Fig. 1: sequential cells grouped by signal name
Other sequential cells in the stronger grey, the rest of the logic in the fainter grey.
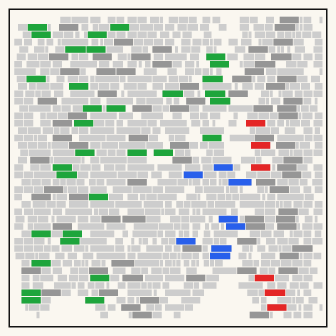
Fig. 2: cell area per tile
12 x 12 tiles, from white (low) to dark blue (high), 0 to 100% covered.
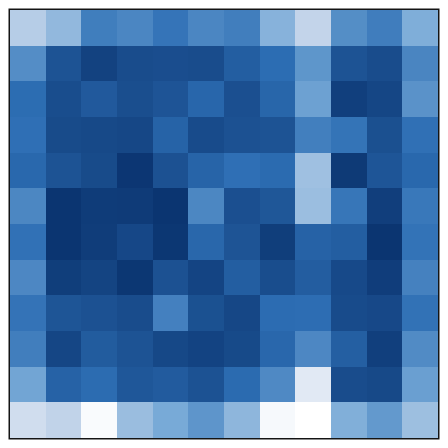
Fig. 3: signal wires on met2
Cells faint in the background.
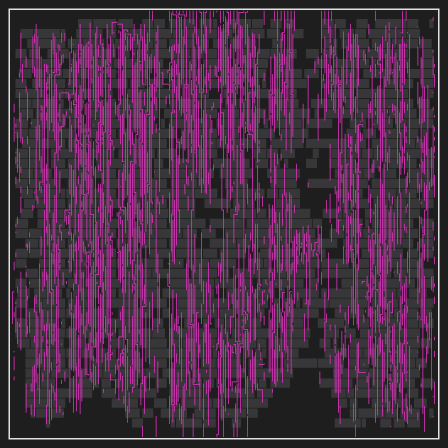
Fig. 4: M1 wires
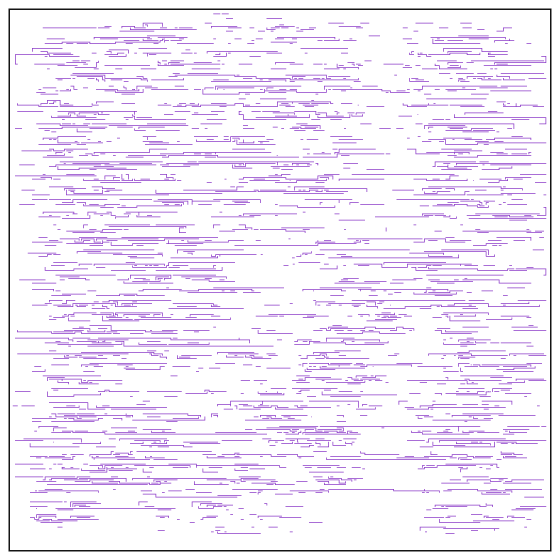
### config.mk
export PLATFORM = sky130hd
export DESIGN_NAME = sramc_ahb_arbiter_flat
export DESIGN_NICKNAME = d
export VERILOG_FILES = /design/src/rtl/sramc_ahb_arbiter_pkg.sv /design/src/rtl/sramc_ahb_arbiter_if.sv /design/src/rtl/sramc_ahb_arbiter_rr_arb2.sv /design/src/rtl/sramc_ahb_arbiter.sv /design/src/flat_wrapper.sv
export SDC_FILE = /design/constraint.sdc
export NUM_CORES = 1
export LEC_CHECK = 0
export CORE_UTILIZATION = 40
export DETAILED_ROUTE_END_ITERATION = 16
export GPL_ROUTABILITY_DRIVEN = 0
export PLACE_DENSITY = 0.77
export SETUP_SLACK_MARGIN = 0.1
export SYNTH_ARGS = -nofsm -noshare
export SYNTH_HDL_FRONTEND = slang
export SYNTH_SLANG_ARGS = --single-unit
### constraint.sdc
create_clock -name hclk -period 1.53 [get_ports hclk]
set_clock_uncertainty 0.1 [all_clocks]
set_input_delay 0.2295 -clock hclk [delete_from_list [all_inputs] [get_ports hclk]]
set_output_delay 0.2295 -clock hclk [all_outputs]
set_load 0.005 [all_outputs]
### src/rtl/sramc_ahb_arbiter_pkg.sv
// Shared definitions for the two-requester AHB-lite arbiter.
// This file holds the AHB encodings, the FSM states and the round-robin pick helper.
package sramc_ahb_arbiter_pkg;

  localparam logic [1:0] HTRANS_IDLE   = 2'b00;
  localparam logic [1:0] HTRANS_NONSEQ = 2'b10;
  localparam logic [2:0] HSIZE_WORD    = 3'b010;

  typedef enum logic [1:0] {
    ST_IDLE = 2'd0,
    ST_ADDR = 2'd1,
    ST_DATA = 2'd2,
    ST_DONE = 2'd3
  } state_t;

  // Pick a winner from two requests.
  // A lone requester always wins. On a tie, the requester that was not granted last wins.
  // With no request the result is 0, and the caller ignores it.
  function automatic logic rr_pick(input logic [1:0] r, input logic last);
    logic id;
    id = 1'b0;
    case (r)
      2'b01:   id = 1'b0;
      2'b10:   id = 1'b1;
      2'b11:   id = ~last;
      default: id = 1'b0;
    endcase
    return id;
  endfunction

  // Convert a requester id into its one-hot completion pulse.
  function automatic logic [1:0] id_onehot(input logic id);
    return id ? 2'b10 : 2'b01;
  endfunction

endpackage

### src/rtl/sramc_ahb_arbiter_if.sv
// AHB-lite bus between the arbiter (master) and the sramc_top slave port.
interface sramc_ahb_arbiter_if #(
  parameter int AW = 8
) ();

  logic          hsel;
  logic          hwrite;
  logic [1:0]    htrans;
  logic [2:0]    hsize;
  logic [AW-1:0] haddr;
  logic [31:0]   hwdata;
  logic          hready_resp;
  logic          hresp;
  logic [31:0]   hrdata;

  modport master (
    output hsel, hwrite, htrans, hsize, haddr, hwdata,
    input  hready_resp, hresp, hrdata
  );

  modport slave (
    input  hsel, hwrite, htrans, hsize, haddr, hwdata,
    output hready_resp, hresp, hrdata
  );

endinterface

### src/rtl/sramc_ahb_arbiter_rr_arb2.sv
// Two-way round-robin arbiter.
// The grant is combinational from the current requests.
// The last-grant pointer updates only when the owner accepts a grant.
module rr_arb2
  import sramc_ahb_arbiter_pkg::*;
(
  input  logic       hclk,
  input  logic       hresetn,
  input  logic [1:0] req,
  input  logic       load,
  output logic       grant_id
);

  logic last_grant;

  // Winner for the current request pattern, biased away from the last grant.
  always_comb begin
    grant_id = rr_pick(req, last_grant);
  end

  // Remember who was served last. Reset to 1 so that requester 0 wins the first tie.
  always_ff @(posedge hclk) begin
    if (!hresetn) begin
      last_grant <= 1'b1;
    end else if (load) begin
      last_grant <= grant_id;
    end
  end

endmodule

### src/rtl/sramc_ahb_arbiter.sv
// Two-requester AHB-lite master in front of sramc_top.
// Requests are serialised one at a time through IDLE -> ADDR -> DATA -> DONE.
// Every output is registered.
module sramc_ahb_arbiter
  import sramc_ahb_arbiter_pkg::*;
#(
  parameter int AW          = 8,
  parameter int TIMEOUT_CYC = 16
) (
  input  logic                 hclk,
  input  logic                 hresetn,
  input  logic [1:0]           req,
  input  logic [1:0]           we,
  input  logic [AW-1:0]        addr0,
  input  logic [AW-1:0]        addr1,
  input  logic [31:0]          wdata0,
  input  logic [31:0]          wdata1,
  output logic [1:0]           ack,
  output logic                 err,
  output logic [31:0]          rdata,
  sramc_ahb_arbiter_if.master  ahb
);

  localparam logic [7:0]    WAIT_LAST  = 8'(TIMEOUT_CYC - 1);
  localparam logic [AW-1:0] ALIGN_MASK = {{(AW-2){1'b1}}, 2'b00};

  state_t        state;
  logic          cur_id;
  logic          cur_we;
  logic [31:0]   cur_wdata;
  logic [7:0]    wait_cnt;
  logic          err_pend;

  logic          hsel_q;
  logic          hwrite_q;
  logic [1:0]    htrans_q;
  logic [AW-1:0] haddr_q;
  logic [31:0]   hwdata_q;

  logic          grant_id;
  logic          arb_load;
  logic          sel_we;
  logic [AW-1:0] sel_addr;
  logic [31:0]   sel_wdata;

  // A grant is accepted only from IDLE, when someone is asking and the slave is ready.
  always_comb begin
    arb_load = (state == ST_IDLE) && (req != 2'b00) && ahb.hready_resp;
  end

  rr_arb2 u_arb (
    .hclk     (hclk),
    .hresetn  (hresetn),
    .req      (req),
    .load     (arb_load),
    .grant_id (grant_id)
  );

  // Route the winning requester's operands toward the transfer latches.
  always_comb begin
    sel_we    = we[grant_id];
    sel_addr  = grant_id ? addr1 : addr0;
    sel_wdata = grant_id ? wdata1 : wdata0;
  end

  // Transfer sequencer: one transfer in flight at a time.
  // The DONE edge raises ack, so ack and err appear together in the following IDLE cycle.
  always_ff @(posedge hclk) begin
    if (!hresetn) begin
      state     <= ST_IDLE;
      cur_id    <= 1'b0;
      cur_we    <= 1'b0;
      cur_wdata <= 32'h0;
      wait_cnt  <= 8'h0;
      err_pend  <= 1'b0;
      hsel_q    <= 1'b0;
      hwrite_q  <= 1'b0;
      htrans_q  <= HTRANS_IDLE;
      haddr_q   <= '0;
      hwdata_q  <= 32'h0;
      ack       <= 2'b00;
      err       <= 1'b0;
      rdata     <= 32'h0;
    end else begin
      ack <= 2'b00;
      err <= 1'b0;
      case (state)
        ST_IDLE: begin
          if (arb_load) begin
            cur_id    <= grant_id;
            cur_we    <= sel_we;
            cur_wdata <= sel_wdata;
            err_pend  <= 1'b0;
            hsel_q    <= 1'b1;
            htrans_q  <= HTRANS_NONSEQ;
            hwrite_q  <= sel_we;
            haddr_q   <= sel_addr & ALIGN_MASK;
            state     <= ST_ADDR;
          end
        end
        ST_ADDR: begin
          if (ahb.hready_resp) begin
            hsel_q   <= 1'b0;
            htrans_q <= HTRANS_IDLE;
            haddr_q  <= '0;
            hwrite_q <= 1'b0;
            hwdata_q <= cur_we ? cur_wdata : 32'h0;
            state    <= ST_DATA;
          end
        end
        ST_DATA: begin
          if (ahb.hready_resp) begin
            if (!cur_we) begin
              rdata <= ahb.hrdata;
            end
            err_pend <= ahb.hresp;
            state    <= ST_DONE;
          end else begin
            // The wait edge that uses up the budget also ends the phase, flagged as an error.
            wait_cnt <= wait_cnt + 8'd1;
            if (wait_cnt == WAIT_LAST) begin
              err_pend <= 1'b1;
              state    <= ST_DONE;
            end
          end
        end
        ST_DONE: begin
          ack      <= id_onehot(cur_id);
          err      <= err_pend;
          hwdata_q <= 32'h0;
          wait_cnt <= 8'h0;
          state    <= ST_IDLE;
        end
        default: begin
          state <= ST_IDLE;
        end
      endcase
    end
  end

  assign ahb.hsel   = hsel_q;
  assign ahb.hwrite = hwrite_q;
  assign ahb.htrans = htrans_q;
  assign ahb.hsize  = HSIZE_WORD;
  assign ahb.haddr  = haddr_q;
  assign ahb.hwdata = hwdata_q;

endmodule

### src/flat_wrapper.sv
// flat-port wrapper written by rule: the top's interface ports become plain ports
module sramc_ahb_arbiter_flat import sramc_ahb_arbiter_pkg::*;
#(
  parameter int AW          = 8,
  parameter int TIMEOUT_CYC = 16
)
  (hclk, hresetn, req, we, addr0, addr1, wdata0, wdata1, ack, err, rdata, ahb_hsel, ahb_hwrite, ahb_htrans, ahb_hsize, ahb_haddr, ahb_hwdata, ahb_hready_resp, ahb_hresp, ahb_hrdata);
  sramc_ahb_arbiter_if #(.AW(AW)) ahb_i ();
  input  logic hclk;
  input  logic hresetn;
  input  logic [1:0] req;
  input  logic [1:0] we;
  input  logic [AW-1:0] addr0;
  input  logic [AW-1:0] addr1;
  input  logic [31:0] wdata0;
  input  logic [31:0] wdata1;
  output logic [1:0] ack;
  output logic err;
  output logic [31:0] rdata;
  output wire logic [$bits(ahb_i.hsel)-1:0] ahb_hsel;
  output wire logic [$bits(ahb_i.hwrite)-1:0] ahb_hwrite;
  output wire logic [$bits(ahb_i.htrans)-1:0] ahb_htrans;
  output wire logic [$bits(ahb_i.hsize)-1:0] ahb_hsize;
  output wire logic [$bits(ahb_i.haddr)-1:0] ahb_haddr;
  output wire logic [$bits(ahb_i.hwdata)-1:0] ahb_hwdata;
  input wire logic [$bits(ahb_i.hready_resp)-1:0] ahb_hready_resp;
  input wire logic [$bits(ahb_i.hresp)-1:0] ahb_hresp;
  input wire logic [$bits(ahb_i.hrdata)-1:0] ahb_hrdata;
  assign ahb_hsel = ahb_i.hsel;
  assign ahb_hwrite = ahb_i.hwrite;
  assign ahb_htrans = ahb_i.htrans;
  assign ahb_hsize = ahb_i.hsize;
  assign ahb_haddr = ahb_i.haddr;
  assign ahb_hwdata = ahb_i.hwdata;
  assign ahb_i.hready_resp = ahb_hready_resp;
  assign ahb_i.hresp = ahb_hresp;
  assign ahb_i.hrdata = ahb_hrdata;
  sramc_ahb_arbiter #(.AW(AW), .TIMEOUT_CYC(TIMEOUT_CYC)) u_core (.hclk(hclk), .hresetn(hresetn), .req(req), .we(we), .addr0(addr0), .addr1(addr1), .wdata0(wdata0), .wdata1(wdata1), .ack(ack), .err(err), .rdata(rdata), .ahb(ahb_i));
endmodule
==> results_slide.txt <==
Implementation Results

Run status
  • Status: finished with violations
  • Failing checks: negative setup slack

Logic synthesis
  • Synth top cell by count: nand2_1
  • Top logic family: AND-OR/OR-AND gates
  • Yosys simple share: 0.1806
  • Ys flops: 121
  • Aoi share: 0.1982
  • Yosys cell count: 574
  • Adder-Cell Fraction of Synth Area: 0.01191
  • Post-synth seq share: 0.4613
  • Post-synth cell types: 45
  • MUX area fraction: 0.07815
  • Synthesized netlist cell count: 574
  • Primary FF master, synth: dfxtp_1
  • Yosys chip area: 5251 um2
  • Leading cell types by count after synthesis: nand2_1, dfxtp_1, a21boi_0, mux2i_1, nand3_1
  • Top cell type by total area after synthesis: dfxtp_1
  • Top cell area share: 0.4613
  • Area contributors post-synth: dfxtp_1, nand2_1, a21boi_0, mux2i_1, o211a_1
  • Synth Warn #: 0
  • Syn Area/Cell: 9.149 um2
  • Xor+xnor area frac: 0.006671
  • Post-Syn Area: 5251 um2
  • FFs w/ async S/R, synth: 0

Power and ir drop
  • Combinational group share of total power: 0.410
  • Total power: 13650 uW
  • Psw: 4483 uW
  • Leakage: 0.004618 uW
  • Reg power frac: 0.286
  • Clock group share of total power: 0.304
  • Peak VDD IR: 753.1 uV
  • Net Sw Frac: 0.3284

Critical path
  • CP Cell Sequence: a21boi_4 > buf_6 > buf_12 > buf_6 > mux2i_1 > nand2_1 > o211a_1
  • Bufs and invs on worst path: 3
  • CP dominant cell by count: buf_6
  • CP arrival: 1.84 ns
  • Top delay family on crit path: AND-OR/OR-AND gates
  • WS Path Type: flop to flop
  • CP max stage delay: 0.33 ns
  • Worst Path Required: 1.73 ns
  • WP depth: 7
  • Cell count of the worst reg-to-reg path: 7
  • Crit. End Element: flop
  • Crit path max fanout: 6
  • CP Launch Type: flop
  • Slowest cell on crit path: dfxtp_2

Cells and area
  • Flop count: 121
  • Area growth, synth to finish: 97.74%
  • Clock buf count: 18
  • # diodes: 0
  • NonClk Buf Share: 0.3276
  • Final net count: 967
  • MI comb cells: 401
  • Clk tree area frac: 0.05796
  • Dominant logic cell type in the layout: clkdlybuf4s50_1
  • Share of cells above drive strength 1: 0.4000
  • Fraction of area in registers: 0.2361
  • Most frequent cells in the layout: clkdlybuf4s50_1, dfxtp_1, nand2_1
  • Sequential cell area: 2451 um2
  • Non-Clock Buffer Count: 296
  • Signal inverters: 5
  • Comb/total area: 0.3553
  • Comb area: 3690 um2
  • # fillers: 692

CTS
  • # Post-CTS Setup Buffers: 27
  • Clk buf depth: 2
  • Hold_buf cts: 0
  • Clock root buffer: clkbuf_16
  • CTS tree: yes
  • Clk sinks: 121
  • H-tree levels: 4
  • Total CTS buffers: 17
  • Post-CTS resize count: 305

Floorplan
  • Number of well taps: 172
  • Die ar.: 13590 um2
  • Std-Cell Rows: 41
  • IO Pins: 202
  • Die width: 116.6 um
  • Core Density at Floorplan: 0.4128
  • Core ar.: 12720 um2
  • Die height: 116.6 um

Job
  • Total of max-cap violations: 0
  • OpenROAD warnings: 37

Detailed routing
  • Drc violations: 0
  • Drt first-iter violations: 318
  • WL met1: 7.666 mm
  • WL final: 21.40 mm
  • Vias post-DR: 5562
  • First-pass DRT Iterations: 5
  • Drt wl/cell: 20.84 um
  • Top sig layer: met4
  • Met2 WL post-DR: 10.96 mm

Global routing
  • Total GRT Usage: 0.2939
  • Busiest grt layer: met2
  • Pin count of the biggest net entering global routing: 38
  • Met3 Usage GRT: 0.09704
  • First-pass GRT wire length: 29.64 mm
  • GRT Residual Overflow: 0
  • Vias in the first global route: 5716
  • Initial antenna violation count: 0

STA
  • Final WS setup: -0.1181 ns
  • Rel. slew slack: 0.6357
  • Hold WS: 0.08670 ns
  • Min Tclk post-route: 1.648 ns
  • Worst slew pin tran: 0.5407 ns
  • Hold Fails Final Rpt: 0
  • Final setup viols: 89
  • FMAX: 606.8 MHz
  • Slew Limit Fails: 0
  • Cycle use final: 1.077

Place
  • Port bufs: 191
  • Detailed Place HPWL: 10.44 mm

Min path
  • Cell depth of the worst hold path: 2
  • Worst min-delay path category: input port to flop
Back to the opening pictures, Fig. 1:
u_core.ahb.hwdata -> green  # flops 32
u_core.wait_cnt -> blue  # flops 8
u_core.ahb.haddr -> red  # flops 6

Back to the opening pictures, Fig. 2:
tiles over 75% full = 63%
fullest tile = 98%
nearly empty tiles = 0.70%
mean over tiles = 75%

Back to the opening pictures, Fig. 3:
wire length on this layer = 11000 um
share of all routed wire = 51%
main direction = vertical

Back to the opening pictures, Fig. 4:
wire length on this layer = 7670 um
share of all routed wire = 36%
nets with wire on the layer = 839
main direction = horizontal
longest straight run = 35.0 um

==> power groups by stage <==
stage | registers (uW) | logic (uW) | clock network (uW)
final | 3910 | 5590 | 4150
after global routing | 3940 | 5830 | 4310
after CTS | 3850 | 4820 | 4120
after detailed placement | 3840 | 2910 | 0
after global placement | 3810 | 2820 | 0
after floorplan | 3790 | 1750 | 0
==> state kept, by name (all words and copies together), names as in the netlist <==
register and flops:
u_core.ack 2, u_core.ahb.haddr 6, u_core.ahb.htrans 1, u_core.ahb.hwdata 32
u_core.ahb.hwrite 1, u_core.cur_id 1, u_core.cur_wdata 32, u_core.cur_we 1
u_core.err 1, u_core.err_pend 1, u_core.rdata 32, u_core.state 2
u_core.u_arb.last_grant 1, u_core.wait_cnt 8
==> metrics by stage <==
stage | utilization | instances | setup slack [ns] | setup TNS [ns] | instance area (um2)
2_1_floorplan | - | 578 | -0.01362 | -0.2725 | 5448
3_3_place_gp | 0.6041 | 939 | -0.3887 | -33.46 | 7685
3_5_place_dp | 0.6041 | 939 | -0.4684 | -38.97 | 7685
4_1_cts | 0.7570 | 1020 | -0.09265 | -2.360 | 9630
5_1_grt | 0.8162 | 1027 | -0.1751 | -9.219 | 10380
6_report | 0.8162 | 1027 | -0.1181 | -3.786 | 10380
==> path summary, 6_finish.rpt <==
| check | slack (ns) | startpoint | endpoint |
|---|---|---|---|
| worst max register to register | -0.12 | u_core.u_arb.last_grant | u_core.cur_wdata[11] |
| worst min-delay path | 0.09 | hresetn | u_core.u_arb.last_grant |
| worst min register to register | 0.35 | u_core.rdata[22] | u_core.rdata[22] |
| worst max-delay path | -0.12 | u_core.u_arb.last_grant | u_core.cur_wdata[11] |
Power figures rest on the tool's default switching activity, not on a simulated workload.
